==> images/congestion_map.png <==
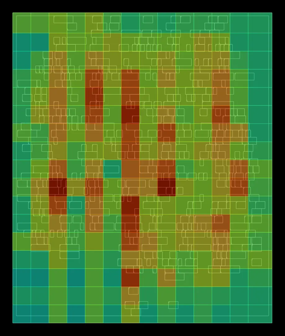
==> images/closeup.png <==
Window x 12 to 37, y 76 to 101 microns. Cells in gray, sequential cells in the stronger gray; small squares are vias.
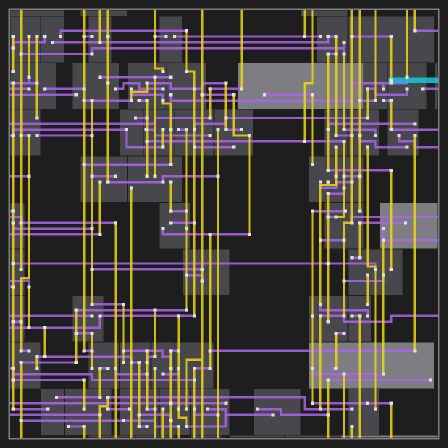
`src/rtl/conv_ctrl_pkg.sv`:
```
// Shared types and defaults for the conv job controller blocks.
package conv_ctrl_pkg;

    localparam int unsigned DEF_CNT_WIDTH      = 16;
    localparam int unsigned DEF_TIMEOUT_CYCLES = 4096;

    typedef enum logic [3:0] {
        IDLE,
        WAIT_DATA,
        LOAD,
        WAIT_FULL,
        COMPUTE,
        WAIT_DONE,
        RELEASE,
        FIN,
        CLEANUP
    } sched_state_t;

endpackage

```
`src/rtl/cycle_watchdog.sv`:
```
// Counts cycles while EN is high; EXPIRED flags the last allowed cycle. TIMEOUT_CYCLES=0 disables it.
module cycle_watchdog
    import conv_ctrl_pkg::*;
#(
    parameter int unsigned TIMEOUT_CYCLES = DEF_TIMEOUT_CYCLES
) (
    input  logic CLK,
    input  logic RESET,
    input  logic CLR,
    input  logic EN,
    output logic EXPIRED
);

    generate
        if (TIMEOUT_CYCLES == 0) begin : g_off
            logic unused_inputs;
            assign unused_inputs = ^{CLK, RESET, CLR, EN};
            assign EXPIRED       = 1'b0;
        end else begin : g_on
            localparam int unsigned CW = (TIMEOUT_CYCLES > 1) ? $clog2(TIMEOUT_CYCLES) : 1;

            logic [CW-1:0] cnt_q;
            logic [CW-1:0] cnt_d;

            // Saturate at the terminal count so EXPIRED stays up until the owner reacts.
            always_comb begin
                cnt_d = cnt_q;
                if (CLR) begin
                    cnt_d = '0;
                end else if (EN && !EXPIRED) begin
                    cnt_d = cnt_q + CW'(1);
                end
            end

            always_ff @(posedge CLK) begin
                if (RESET) begin
                    cnt_q <= '0;
                end else begin
                    cnt_q <= cnt_d;
                end
            end

            assign EXPIRED = EN && (cnt_q == CW'(TIMEOUT_CYCLES - 1));
        end
    endgenerate

endmodule

```
`src/rtl/weight_load_sched.sv`:
```
// Sequences weight_in_ctrl and the MAC array through NUM_SETS load/compute/release rounds,
// with abort and watchdog recovery through a single cleanup pulse.
module weight_load_sched
    import conv_ctrl_pkg::*;
#(
    parameter int unsigned CNT_WIDTH      = DEF_CNT_WIDTH,
    parameter int unsigned TIMEOUT_CYCLES = DEF_TIMEOUT_CYCLES
) (
    input  logic                 CLK,
    input  logic                 RESET,
    input  logic                 START,
    input  logic                 ABORT,
    input  logic [CNT_WIDTH-1:0] NUM_SETS,
    output logic                 BUSY,
    output logic                 DONE,
    output logic                 TIMEOUT,
    output logic [CNT_WIDTH-1:0] SET_IDX,
    input  logic                 FIFO_EMPTY,
    input  logic                 WS_FULL,
    output logic                 CLEAR_FIFO,
    output logic                 LOAD_WS,
    output logic                 WS_RELEASE,
    output logic                 COMPUTE_START,
    input  logic                 COMPUTE_DONE
);

    sched_state_t         state_q, state_d;
    logic [CNT_WIDTH-1:0] num_q, num_d;
    logic [CNT_WIDTH-1:0] idx_q, idx_d;
    logic                 timeout_q, timeout_d;
    logic                 ws_full_q;
    logic                 busy_q, busy_d;
    logic                 done_q, done_d;
    logic                 load_ws_q, load_ws_d;
    logic                 clear_fifo_q, clear_fifo_d;
    logic                 ws_release_q, ws_release_d;
    logic                 compute_start_q, compute_start_d;
    logic                 wd_en;
    logic                 wd_expired;

    assign wd_en = (state_q == WAIT_FULL) || (state_q == WAIT_DONE);

    cycle_watchdog #(
        .TIMEOUT_CYCLES(TIMEOUT_CYCLES)
    ) u_watchdog (
        .CLK    (CLK),
        .RESET  (RESET),
        .CLR    (!wd_en),
        .EN     (wd_en),
        .EXPIRED(wd_expired)
    );

    // Next state and Moore output decode; outputs follow the state being entered.
    always_comb begin
        state_d   = state_q;
        num_d     = num_q;
        idx_d     = idx_q;
        timeout_d = timeout_q;

        if ((state_q != IDLE) && ABORT) begin
            state_d = CLEANUP;
        end else begin
            case (state_q)
                IDLE: begin
                    if (START) begin
                        num_d     = NUM_SETS;
                        idx_d     = '0;
                        timeout_d = 1'b0;
                        state_d   = (NUM_SETS != '0) ? WAIT_DATA : FIN;
                    end
                end
                WAIT_DATA: if (!FIFO_EMPTY) state_d = LOAD;
                LOAD:      state_d = WAIT_FULL;
                WAIT_FULL: begin
                    if (ws_full_q) begin
                        state_d = COMPUTE;
                    end else if (wd_expired) begin
                        state_d   = CLEANUP;
                        timeout_d = 1'b1;
                    end
                end
                COMPUTE:   state_d = WAIT_DONE;
                WAIT_DONE: begin
                    if (COMPUTE_DONE) begin
                        state_d = RELEASE;
                    end else if (wd_expired) begin
                        state_d   = CLEANUP;
                        timeout_d = 1'b1;
                    end
                end
                RELEASE: begin
                    if (idx_q == (num_q - CNT_WIDTH'(1))) begin
                        state_d = FIN;
                    end else begin
                        idx_d   = idx_q + CNT_WIDTH'(1);
                        state_d = WAIT_DATA;
                    end
                end
                FIN:     state_d = IDLE;
                CLEANUP: state_d = IDLE;
                default: state_d = IDLE;
            endcase
        end

        busy_d          = (state_d != IDLE);
        load_ws_d       = (state_d == LOAD);
        compute_start_d = (state_d == COMPUTE);
        ws_release_d    = (state_d == RELEASE) || (state_d == CLEANUP);
        clear_fifo_d    = (state_d == CLEANUP);
        // DONE trails FIN by one cycle so it lands as BUSY drops.
        done_d          = (state_q == FIN);
    end

    always_ff @(posedge CLK) begin
        if (RESET) begin
            state_q         <= IDLE;
            num_q           <= '0;
            idx_q           <= '0;
            timeout_q       <= 1'b0;
            ws_full_q       <= 1'b0;
            busy_q          <= 1'b0;
            done_q          <= 1'b0;
            load_ws_q       <= 1'b0;
            clear_fifo_q    <= 1'b0;
            ws_release_q    <= 1'b0;
            compute_start_q <= 1'b0;
        end else begin
            state_q         <= state_d;
            num_q           <= num_d;
            idx_q           <= idx_d;
            timeout_q       <= timeout_d;
            ws_full_q       <= WS_FULL;
            busy_q          <= busy_d;
            done_q          <= done_d;
            load_ws_q       <= load_ws_d;
            clear_fifo_q    <= clear_fifo_d;
            ws_release_q    <= ws_release_d;
            compute_start_q <= compute_start_d;
        end
    end

    assign BUSY          = busy_q;
    assign DONE          = done_q;
    assign TIMEOUT       = timeout_q;
    assign SET_IDX       = idx_q;
    assign CLEAR_FIFO    = clear_fifo_q;
    assign LOAD_WS       = load_ws_q;
    assign WS_RELEASE    = ws_release_q;
    assign COMPUTE_START = compute_start_q;

endmodule

```
`config.mk`:
```
export PLATFORM = sky130hd
export DESIGN_NAME = weight_load_sched
export DESIGN_NICKNAME = d
export VERILOG_FILES = /design/src/rtl/conv_ctrl_pkg.sv /design/src/rtl/cycle_watchdog.sv /design/src/rtl/weight_load_sched.sv
export SDC_FILE = /design/constraint.sdc
export NUM_CORES = 1
export LEC_CHECK = 0
export CAP_MARGIN = 20
export CORE_ASPECT_RATIO = 1.2
export CORE_UTILIZATION = 29
export CTS_BUF_LIST = sky130_fd_sc_hd__clkbuf_8
export DETAILED_ROUTE_END_ITERATION = 10
export GPL_ROUTABILITY_DRIVEN = 0
export PLACE_DENSITY = 0.47
export SLEW_MARGIN = 20
export SYNTH_ARGS = -nofsm -noshare
export SYNTH_HDL_FRONTEND = slang
export SYNTH_HIERARCHICAL = 1
export SYNTH_SLANG_ARGS = --single-unit
export TNS_END_PERCENT = 5
```
`constraint.sdc`:
```
create_clock -name CLK -period 3 [get_ports CLK]
set_clock_uncertainty 0.2 [all_clocks]
set_input_delay 0.3 -clock CLK [delete_from_list [all_inputs] [get_ports CLK]]
set_output_delay 0.3 -clock CLK [all_outputs]
set_load 0.02 [all_outputs]
```
==> COMMIT_EDITMSG <==
Store results of the implementation flow

- The wire length recorded after detailed routing is 9200 microns.
- Looking at the critical path, the highest net fanout was 5.
- Yosys mapped a number of flops with a built-in enable equal to 0.
- Total power per unit cell area: 419 nW/um^2
- Initial antenna violation count: 0
- Worst-path cell with the longest stage delay: sky130_fd_sc_hd__or3b_4
* F_max: 0.322 GHz
- Dominant Register Cell: sky130_fd_sc_hd__dfxtp_1
- Post-synthesis sequential element count: 56
- Combinational group share of total power: roughly 30%
- Syn_area_per_cell: a little under 8 sq um
- Number of buffers between clock root and the deepest sink: 2
* Maximum number of pins on one net before global-route repair: 28
- Data required time at the worst endpoint: 3.02 ns
- Leakage power figure: 1.53 nW
- Worst stage delay on the critical path: 0.39 ns
- 0 antenna diodes ended up in the layout.
- Most area-consuming cells after synthesis: sky130_fd_sc_hd__dfxtp_1 (34%), sky130_fd_sc_hd__nand2_1 (6.6%), sky130_fd_sc_hd__a21oi_1 (5.4%)
- Worst skew pair latency: approximately 0.32 ns
- Syn. warnings: 6
- Cells with a size suffix above 1 make up 14.8% of the layout.
- Clock Root Buffer: sky130_fd_sc_hd__clkbuf_8
- Number of standard cells reported by yosys: 413
- The gate-level netlist out of Yosys references roughly 66 unique cell types.
* Number of global-route vias before repair: ~3,100
- Cell row count: around 42
- Per the breakdown, switching nets consume a little under a third of all power.
* Count of TritonRoute iterations in the first routing pass: 4
* Effective utilization at floorplan: between 20% and 30%
- According to the hold report, the worst path is of the reg -> reg type.
- Ordered cell list for the critical path: inv_1, ha_2, or3b_4, o41a_1, a21o_1, a311oi_2, nor4_4, buf_4, buf_6, nor3b_4, a21oi_1, a31o_1
- Gate count after technology mapping: 413
* Core ar.: 11,000 sq um
- Setup repair after global routing could not meet its margin everywhere.
- Leading cell type by number of instances after synthesis: sky130_fd_sc_hd__nand2_1
- Vertical die dimension: around 120 microns
- Pins over their slew limit in the final report were tallied at 0.
* # H-tree levels: 2
- Headroom to the max-slew limit came out at between 60% and 70%.
- Total global-route track usage over all layers is 16.5%.
- TritonCTS built the clock tree.
- Worst endpoint data arrival time: 3.13 ns
* Hold buffer count at CTS: 0
- Violations in the final reports: negative setup slack
- Critical setup path kind: reg -> reg
- Total power after layout: 0.00177 W
- Type of element capturing the critical path: flop
- Per the post-place timing report, worst setup slack is -0.200 ns.
* Reg clk slew, reported paths: roughly 0.1 ns
- The end-of-flow timing check tallies setup violations at 15.
- The worst setup path is launched from a flop.
* Input/output buffers: ~45
- Summed over all nets, the switching power comes to 0.000554 W.
- For this sky-water flow run, the detailed-routed wirelength per cell is reported as about 15 microns.
- Crit share post-route: 104%
* Area grow syn2layout: 29.3%
* Clock Power Share: 24.4%
- The die covers 11,700 sq um.
* Netlist area before placement: approximately 3300 sq um
- Sequential share of power: 45.5%
- Final layout net count: 506
* Remaining design rule violation count: 0
- The final hold violation count recorded for this run is 0.
- Inserted Clock Buffers: 5
- Top cell type by total area after synthesis: sky130_fd_sc_hd__dfxtp_1
* VDD IR max: 189 uV
- Routed via count divided by cell count: between 5 and 6
* Most used standard cells in the synthesized netlist: sky130_fd_sc_hd__nand2_1 (57), sky130_fd_sc_hd__dfxtp_1 (56), sky130_fd_sc_hd__nor2_1 (39), sky130_fd_sc_hd__a21oi_1 (35), sky130_fd_sc_hd__xnor2_1 (20)
- According to the I/O placement log, the pin count is about 46.
- Wire length of the first global-routing pass: 15,400 microns
* Measured slew at the worst slew-check pin: 0.508 ns
- In this run the remaining antenna-violating nets after routing total 0.
- Summing the sequential cell areas from Yosys gives 34.4% of the chip area.
* Count of maximum capacitance violations: 0
* Overall die width: 98.8 microns
- When the netlist entered floorplanning its net count stood at 439.
- Area reported by Yosys stat: 3260 sq um
- Post-detail-place hpwl: between 6000 and 7000 microns
- The violation tally recorded at the end of detailed-routing iteration 0 is 126.
- Proportion of synthesized flip-flops having asynchronous set or reset: 0%
- The number of warnings reported in the stage logs is 28.
- Via count of the routed design: ~3,200
* Clock sink count: around 56
* Post-layout worst setup margin: -0.106 ns
- The final timing report derives a shortest allowable period of 3.11 ns.
- Post-Route Hold Slack: 0.283 ns
- The run finished, with violations left.
- Area fraction of the dominant cell type after synthesis: between 30% and 40%
- In the power breakdown, the internal column shows roughly 0.0012 W.
- Per the GRT congestion report, total overflow comes to 0.
## Picture notes: congestion_map.png
Layout Utilization: 38.4%
fraction of met1 tracks used by global routing: 20.0%

## Picture notes: closeup.png
Key: cyan = M3; yellow = M2; purple = M1
Netlist names of flops here include BUSY (1), state_q (1). Sequential cells in the window: 2. Most frequent: o21ai_0 (6), a21oi_1 (5), nand2_1 (4). 44 logic cells have their middle in the window.

-- registers in the layout, indices dropped and copies added (netlist names) --
register	flops
WS_RELEASE	1
ws_full_q	1
COMPUTE_START	1
SET_IDX	16
BUSY	1
state_q	4
u_watchdog/g_on.cnt_q	12
TIMEOUT	1
CLEAR_FIFO	1
DONE	1
num_q	16
LOAD_WS	1
-- logic make-up after synthesis --
| logic type | Yosys count | share of synthesized area [%] |
|---|---|---|
| compound gates | 89 | 18.3 |
| xor+xnor | 29 | 7.79 |
| fa+ha+maj | 3 | 1.15 |
| buf+inv | 31 | 4.26 |
| flops | 56 | 34.4 |
| mux | 2 | 0.614 |
| simple gates | 203 | 33.5 |
-- per-stage QoR --
step / cell area, sq um / TNS (ns) / utilization, % / instances
final: 4220 / -0.731 / 38.4 / 613
after global routing: 4220 / -2.81 / 38.4 / 613
after CTS: 4210 / -1.41 / 38.3 / 613
after detailed placement: 4060 / -2.45 / 36.9 / 603
after global placement: 4060 / -1.71 / 36.9 / 603
after floorplan: 3280 / 0 / - / 413
-- worst max-delay path: cells and delay by family, from the launching register on --
family                     cells  cell delay (ns)
AOI/OAI and AO/OA              5             1.17
and+or+nand+nor                3             0.73
buffers and inverters          3             0.36
DFF                            1             0.35
adders and majority gates      1             0.20
-- what timing repair did --
item	in CTS	in global routing
setup buffers	1	0
pin swaps	9	3
cloned	1	0
gates resized	14	1
setup endpoints to repair	18	18
-- final timing paths --
path,start,to,slack [ns],cells past startpoint
min reg2reg,num_q[9]$_SDFFE_PP0P_,num_q[9]$_SDFFE_PP0P_,0.28,2
max,num_q[0]$_SDFFE_PP0P_,SET_IDX[13]$_SDFFE_PP0P_,-0.11,12
max reg2reg,num_q[0]$_SDFFE_PP0P_,SET_IDX[13]$_SDFFE_PP0P_,-0.11,12
min,num_q[9]$_SDFFE_PP0P_,num_q[9]$_SDFFE_PP0P_,0.28,2
-- final cells by class --
cell class                      count  area [sq um]
Clock buffer                        6          82.6
Clock inverter                      2          7.51
Fill cell                        1148          6770
Inverter                            9          33.8
Multi-Input combinational cell    326          2070
Sequential cell                    56          1120
Tap cell                          132           165
Timing Repair Buffer               82           729
-- power groups by stage --
stage	registers, W	clock network (W)	logic [W]
6_report	0.000804	0.000432	0.000532
3_3_place_gp	0.000819	0	0.000503
5_1_grt	0.000808	0.000481	0.000585
3_5_place_dp	0.000822	0	0.000502
2_1_floorplan	0.000824	0	0.000305
4_1_cts	0.000805	0.000455	0.000532
-- cell usage in the layout, fill, tap and decap left out, drive strengths merged, types with 11 or more instances in the layout --
master and instances:
inv 11, dfxtp 56, buf 37, xnor2 20, nor2 39, o21ai 15, nand2 57, nand3 13
nor4 12, nor3 17, clkdlybuf4s50 45, a21oi 35
-- metal layers --
metal | share of wire [%] | global-route usage (%) | vias to the layer above
li1 | - | - | 1628
met5 | 0 | 0 | -
met1 | 45 | 20.0 | 1501
met4 | 1.8 | 6.16 | 0
met2 | 51 | 28.8 | 39
met3 | 2.6 | 2.78 | 13
Power and IR drop assume default switching activity.
